### config.mk
export PLATFORM = sky130hd
export DESIGN_NAME = vga_sync_gen
export DESIGN_NICKNAME = d
export VERILOG_FILES = /design/src/rtl/vga_sync_gen.sv
export SDC_FILE = /design/constraint.sdc
export NUM_CORES = 1
export LEC_CHECK = 0
export ABC_CLOCK_PERIOD_IN_PS = 4800
export CAP_MARGIN = 20
export CORE_MARGIN = 10
export CORE_UTILIZATION = 53
export CTS_CLUSTER_DIAMETER = 50
export DETAILED_ROUTE_END_ITERATION = 6
export GPL_ROUTABILITY_DRIVEN = 0
export PLACE_DENSITY = 0.84
export SETUP_SLACK_MARGIN = 0.15
export SLEW_MARGIN = 20
export SYNTH_ARGS = -nofsm -noshare
export SYNTH_HDL_FRONTEND = slang
export SYNTH_SLANG_ARGS = --single-unit
### constraint.sdc
create_clock -name clk -period 4.8 [get_ports clk]
set_clock_uncertainty 0.05 [all_clocks]
set_input_delay 0.96 -clock clk [delete_from_list [all_inputs] [get_ports clk]]
set_output_delay 0.96 -clock clk [all_outputs]
set_load 0.05 [all_outputs]
### src/rtl/vga_sync_gen.sv
// vga_sync_gen: 25 MHz pixel-enable VGA timing generator with registered syncs and frame pulse
module vga_sync_gen #(
    parameter int H_ACTIVE = 640,
    parameter int H_FP     = 16,
    parameter int H_SYNC   = 96,
    parameter int H_BP     = 48,
    parameter int V_ACTIVE = 480,
    parameter int V_FP     = 10,
    parameter int V_SYNC   = 2,
    parameter int V_BP     = 33
) (
    input  logic       clk,
    input  logic       reset,
    output logic       pixel_tick,
    output logic [9:0] pixel_x,
    output logic [9:0] pixel_y,
    output logic       h_sync,
    output logic       v_sync,
    output logic       video_on,
    output logic       frame_start
);
    localparam int H_TOTAL = H_ACTIVE + H_FP + H_SYNC + H_BP;
    localparam int V_TOTAL = V_ACTIVE + V_FP + V_SYNC + V_BP;
    localparam logic [9:0] H_MAX = 10'(H_TOTAL - 1);
    localparam logic [9:0] V_MAX = 10'(V_TOTAL - 1);
    localparam logic [9:0] H_ACT = 10'(H_ACTIVE);
    localparam logic [9:0] V_ACT = 10'(V_ACTIVE);
    localparam logic [9:0] H_SS  = 10'(H_ACTIVE + H_FP);
    localparam logic [9:0] H_SE  = 10'(H_ACTIVE + H_FP + H_SYNC - 1);
    localparam logic [9:0] V_SS  = 10'(V_ACTIVE + V_FP);
    localparam logic [9:0] V_SE  = 10'(V_ACTIVE + V_FP + V_SYNC - 1);

    generate
        if (H_TOTAL > 1024 || V_TOTAL > 1024) begin : g_size_check
            $error("vga_sync_gen: H_TOTAL/V_TOTAL must fit 10-bit counters");
        end
    endgenerate

    logic [1:0] r_pre;
    logic [9:0] r_x, r_y;
    logic       r_hs, r_vs, r_von, r_fs;
    logic       w_tick, w_h_end, w_v_end;

    assign w_tick  = r_pre == 2'd3;
    assign w_h_end = r_x == H_MAX;
    assign w_v_end = r_y == V_MAX;

    // syncs, video_on and frame_start are decoded from the pre-edge counters, so they lag by one clk
    always_ff @(posedge clk or posedge reset) begin
        if (reset) begin
            r_pre <= '0;
            r_x   <= '0;
            r_y   <= '0;
            r_hs  <= 1'b1;
            r_vs  <= 1'b1;
            r_von <= 1'b0;
            r_fs  <= 1'b0;
        end else begin
            r_pre <= r_pre + 2'd1;
            if (w_tick) begin
                r_x <= w_h_end ? '0 : r_x + 10'd1;
                if (w_h_end)
                    r_y <= w_v_end ? '0 : r_y + 10'd1;
            end
            r_hs  <= !(r_x >= H_SS && r_x <= H_SE);
            r_vs  <= !(r_y >= V_SS && r_y <= V_SE);
            r_von <= r_x < H_ACT && r_y < V_ACT;
            r_fs  <= w_tick && w_h_end && w_v_end;
        end
    end

    assign pixel_tick  = w_tick;
    assign pixel_x     = r_x;
    assign pixel_y     = r_y;
    assign h_sync      = r_hs;
    assign v_sync      = r_vs;
    assign video_on    = r_von;
    assign frame_start = r_fs;
endmodule

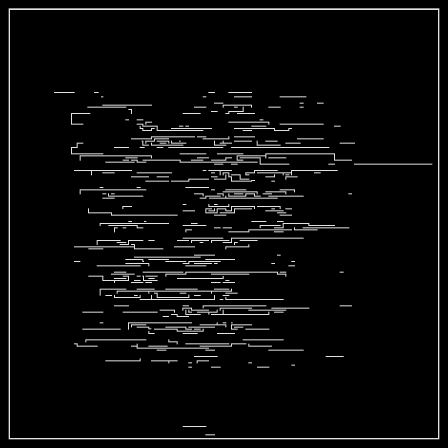
(run_1/m1.png)
longest straight run: 18.4 µm
share of all routed wire: 41%
nets with wire on the layer: 125
wire length on this layer: 1090 µm
main direction: horizontal
global-route met1 utilization: 12.73%
wirelength, routed: 2662 µm
number of vias in the routed layout: 997

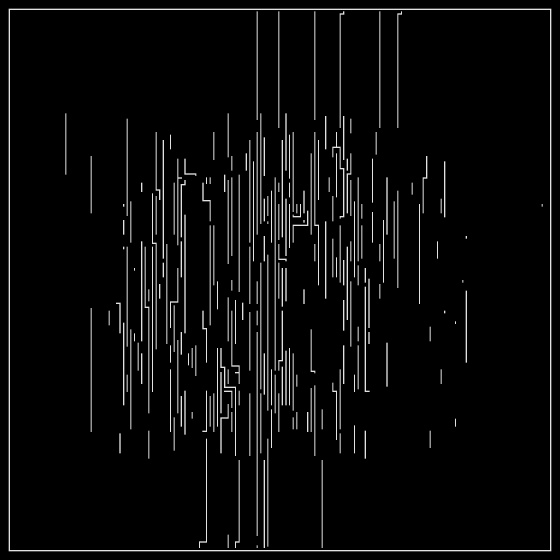
(run_1/m2.png)
share of all routed wire: 51%
longest straight run: 25.8 µm
main direction: vertical
wire length on this layer: 1350 µm
GR met2 Demand/Resource: 21.23%

==> summary.txt, run 1 <==
post-synth net total - 125
Post-Synth XOR/XNOR Area - 8.309%
FF-to-FF path depth - 5
critical path capture point type - output port
number of warnings in the stage logs - 30
power density over cell area - 199.6 mW/mm²
layout buffering overhead excluding clock cells - 16.61%
worst setup slack for register-to-register paths - 2800 ps
fraction of standard cell area in multi-input logic - 36.58%
number of tap cells inserted - 28
Required @ worst endpoint - 3790 ps
number of combinational gates with multiple inputs - 83
distinct lib cells - 34
per-cell routed wire length - 15.48 µm
final hold slack - 394.2 ps
non-clock buffer count in the final layout - 26
final setup fails - 0
VDD IR max - 0.1598 mV
number of antenna violations at the first check in global routing - 0
crit path cell chain - ha_1 > clkdlybuf4s50_1
Pins Over Slew Limit - 0
clock sink count - 26
capturing element of the worst setup path - pixel_tick
root buffer cell - clkbuf_4
# Max-Cap Violations - 0
library cell with the largest summed area after synthesis - dfrtp_1
result of the run - complete, no violations
area enclosed by the die boundary - 0.004741 mm²
post-route cell area - 0.001567 mm²
footprint of the multi-input gates - 573.1 µm²
fraction of the mapped netlist area in simple logic gates - 22.26%
combinational group share of total power - 1.5%
highest-count cells in the layout ignoring fill and taps - 26 x clkdlybuf4s50_1, 24 x dfrtp_1, 9 x nor2_1, 9 x nand4_1, 8 x nand2_1
reported leakage power - 0.6531 nW
mean number of vias per cell - 5.797
PnR Total Power - 0.3126 mW
commonest non-fill, non-tap cell in the layout - clkdlybuf4s50_1
sequential cell area - 653.1 µm²
cell count after synthesis - 117
met1 WL - 1089 µm
pin slew with the least headroom to its limit - 938.6 ps
Tightest Hold Check Type - flop to flop
number of register bits inferred by synthesis - 26
worst setup slack after placement - 2284 ps
commonest cells in the netlist - 24 x dfrtp_1, 9 x nand4_1, 9 x nor2_1
worst rel slew slack - 37.36%
latest clock arrival within the worst-skew pair - 310 ps
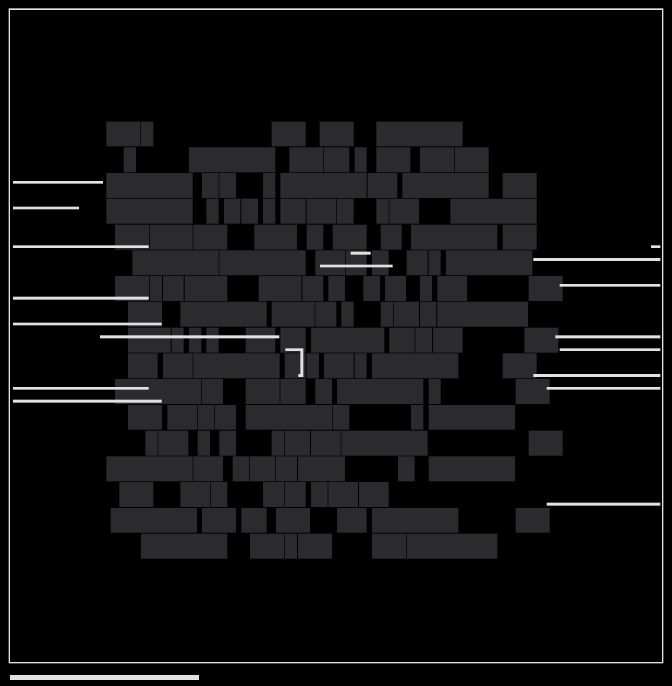
(run_1/m3.png)
Scale bar: 20 µm. Cells faint in the background.
share of all routed wire: 7.6%
nets with wire on the layer: 18
wire length on this layer: 203 µm
longest straight run: 18.6 µm

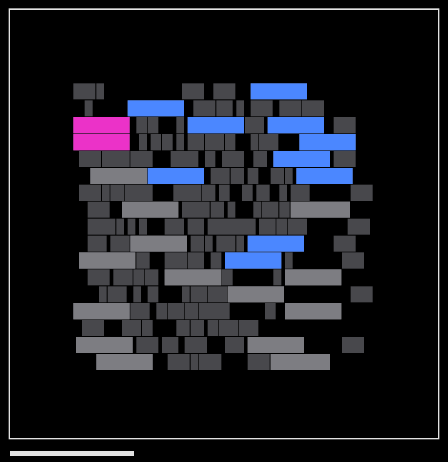
(run_1/ff_map.png)
Scale bar: 20 µm. Other sequential cells in the stronger grey, the rest of the logic in the fainter grey.
[`pixel_y`] blue | flops: 10
[`r_pre`] magenta | flops: 2
not coloured: 14
reported sequential group power: 0.219 mW
post-layout util: 70.14%

## Run 2: what changed since run 1
Settings changed: ABC_CLOCK_PERIOD_IN_PS 4800 to 2400, CORE_UTILIZATION 53 to 45, PLACE_DENSITY 0.84 to 0.76.
Clock period 4.8 ns to 2.4 ns, I/O delays scaled along.
==> run 2 against run 1 <==
Effect of this change: global-route usage is 1.5 points lower; clock-buffer cell count is the same; utilization fell by 11 points; combinational power increased by 130%; non-clock buffer count grew 1; synthesized cell count unchanged; largest power group unchanged; worst hold slack got worse by 8.6 ps; power up 140%.
==> summary.txt, run 2 <==
result of the run - complete, no violations
worst setup slack for register-to-register paths - 440 ps (-2360 ps)
VDD IR max - 0.3799 mV (+140%)
FF-to-FF path depth - 5 (unchanged)
crit path cell chain - clkdlybuf4s50_1
latest clock arrival within the worst-skew pair - 320 ps (about the same)
Post-Syn Area - 0.001265 mm²
wirelength, routed - 2627 µm (-1.3%)
startpoint types - flop
Compound-Gate Fraction of Synth Area - 8.012%
number of combinational gates with multiple inputs - 83 (unchanged)
Tightest Hold Check Type - flop to flop
layout buffering overhead excluding clock cells - 16.98% (+0.36 points)
highest-count cells in the layout ignoring fill and taps - 24 x dfrtp_1, 20 x clkdlybuf4s50_1, 9 x nor2_1, 9 x nand4_1, 8 x nand2_1
Pins Over Slew Limit - 0 (unchanged)
number of tap cells inserted - 31 (+11%)
post-route cell area - 0.001614 mm² (+3.0%)
power density over cell area - 463.4 mW/mm² (+130%)
# Max-Cap Violations - 0 (unchanged)
capturing element of the worst setup path - v_sync
root buffer cell - clkbuf_4
footprint of the multi-input gates - 573.1 µm² (unchanged)
Post-Synth XOR/XNOR Area - 8.309% (unchanged)
area enclosed by the die boundary - 0.005332 mm² (+12%)
commonest non-fill, non-tap cell in the layout - dfrtp_1
fraction of the mapped netlist area in simple logic gates - 22.26% (unchanged)
pin slew with the least headroom to its limit - 532.7 ps (-405.9 ps)
uppermost layer routed - met3
number of antenna violations at the first check in global routing - 0 (unchanged)
library cell with the largest summed area after synthesis - dfrtp_1
combinational group share of total power - 1.5% (about the same)
critical path capture point type - output port
worst rel slew slack - 64.43% (+27 points)
commonest cells in the netlist - 24 x dfrtp_1, 9 x nand4_1, 9 x nor2_1
post-synth net total - 125 (unchanged)
final hold slack - 385.6 ps (-8.648 ps)
non-clock buffer count in the final layout - 27 (+3.8%)
mean cell area of the mapped netlist - 10.81 µm²
fraction of standard cell area in multi-input logic - 35.50% (-1.1 points)
number of vias in the routed layout - 970 (-2.7%)
number of register bits inferred by synthesis - 26 (unchanged)
mean number of vias per cell - 5.480 (-5.5%)
PnR Total Power - 0.7479 mW (+140%)
Required @ worst endpoint - 1870 ps (-1920 ps)
cell count after synthesis - 117 (unchanged)
met1 WL - 1099 µm (+0.92%)
GR met2 Demand/Resource - 17.67% (-3.6 points)
reported leakage power - 0.7540 nW (+15%)
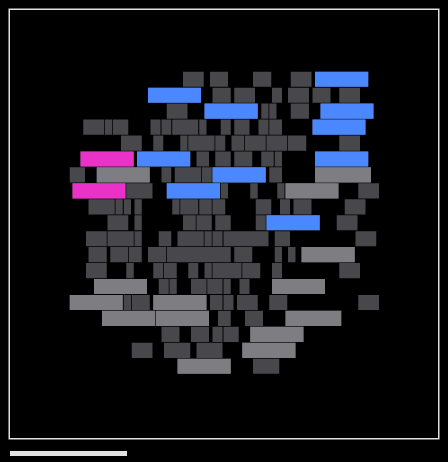
(run_2/ff_map.png)
Scale bar: 20 µm. Other sequential cells in the stronger grey, the rest of the logic in the fainter grey.
[`r_pre`] magenta | flops: 2
[`pixel_y`] blue | flops: 10
sequential cell area: 653.1 µm²
sequential share of cell area: 40.47%
post-layout util: 59.04%
reported sequential group power: 0.438 mW

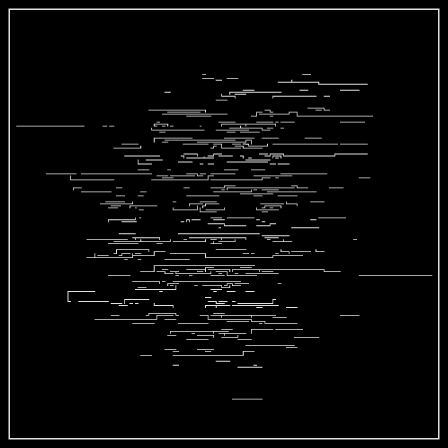
(run_2/m1.png)
share of all routed wire: 42%
main direction: horizontal
nets with wire on the layer: 130

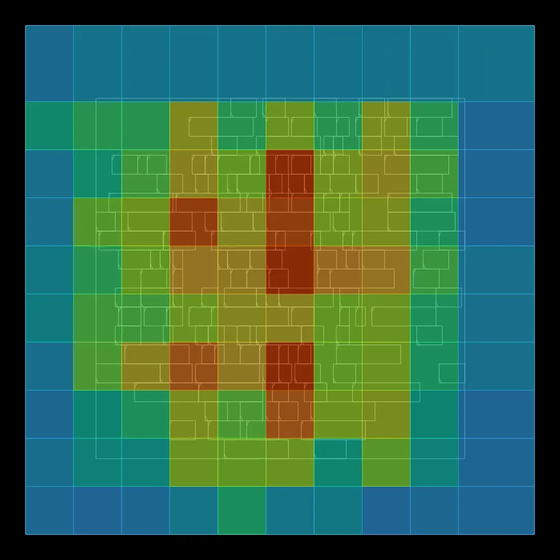
(run_2/congestion_map.png)
global-route met1 utilization: 11.73%
per-cell routed wire length: 14.84 µm
layer carrying the most global-route usage: met2

## Run 3: what changed since run 2
Settings changed: ABC_CLOCK_PERIOD_IN_PS 2400 to 1800.
Clock period 2.4 ns to 1.8 ns, I/O delays scaled along.
==> run 3 against run 2 <==
Effect of this change: global-route usage increased by 1.0 points; utilization increased by 8.0 points; worst hold slack got worse by 63 ps; power rose by 35%; clock power rose by 37%; setup slack worse by 74 ps; die area unchanged; combinational power is 39% higher; via count up 9.4%; critical path type is now flop to flop; largest cell class unchanged; largest power group unchanged; highest routed layer is now met4.
==> summary.txt, run 3 <==
final hold slack - 322.6 ps (-63.01 ps)
VDD IR max - 0.4354 mV (+15%)
GR met2 Demand/Resource - 18.15% (+0.48 points)
crit path cell chain - and4b_4 > nand4_4 > or4_1 > a21oi_1
mean cell area of the mapped netlist - 10.81 µm² (unchanged)
result of the run - complete, no violations
worst setup slack for register-to-register paths - 150 ps (-290 ps)
startpoint types - flop
mean number of vias per cell - 5.497 (+0.31%)
commonest cells in the netlist - 24 x dfrtp_1, 9 x nand4_1, 9 x nor2_1
reported leakage power - 0.8099 nW (+7.4%)
reported sequential group power - 0.584 mW (+33%)
layer carrying the most global-route usage - met2
Compound-Gate Fraction of Synth Area - 8.012% (unchanged)
footprint of the multi-input gates - 648.1 µm² (+13%)
power density over cell area - 550.2 mW/mm² (+19%)
commonest non-fill, non-tap cell in the layout - buf_4
library cell with the largest summed area after synthesis - dfrtp_1
number of combinational gates with multiple inputs - 83 (unchanged)
FF-to-FF path depth - 4 (-1)
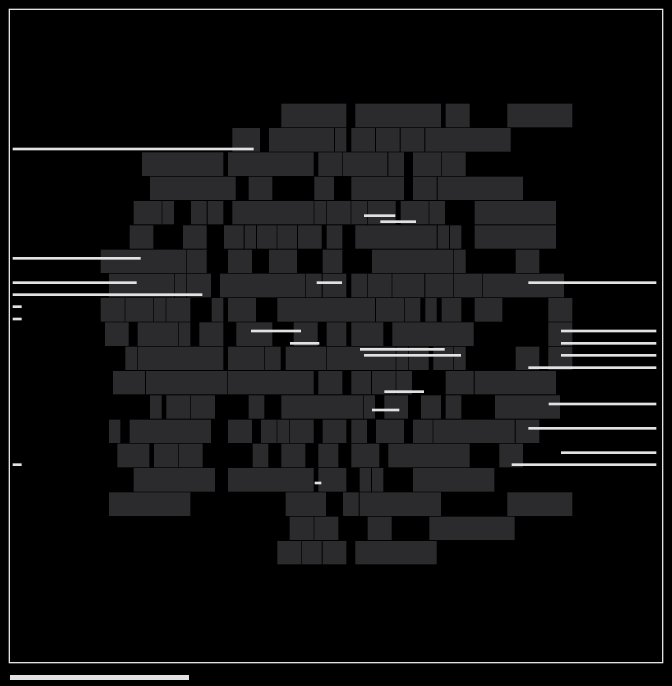
(run_3/m3.png)
Scale bar: 20 µm. Cells faint in the background.
wire length on this layer: 233 µm
nets with wire on the layer: 23
met3 demand-to-capacity share in global routing: 4.898%
wirelength, routed: 3000 µm

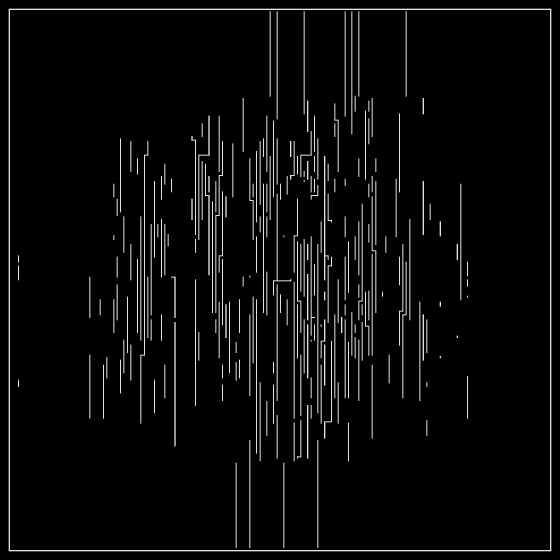
(run_3/m2.png)
nets with wire on the layer: 143
main direction: vertical

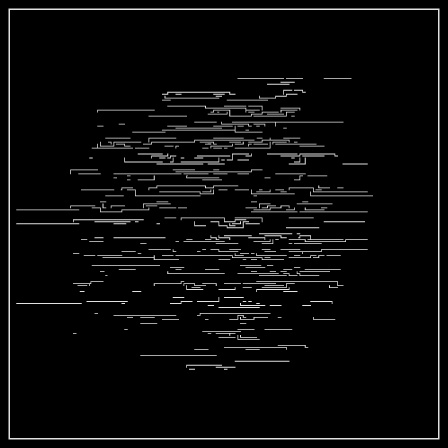
(run_3/m1.png)
wire length on this layer: 1270 µm
nets with wire on the layer: 140
number of vias in the routed layout: 1061
global-route met1 utilization: 12.93%

Power and IR drop assume default switching activity.
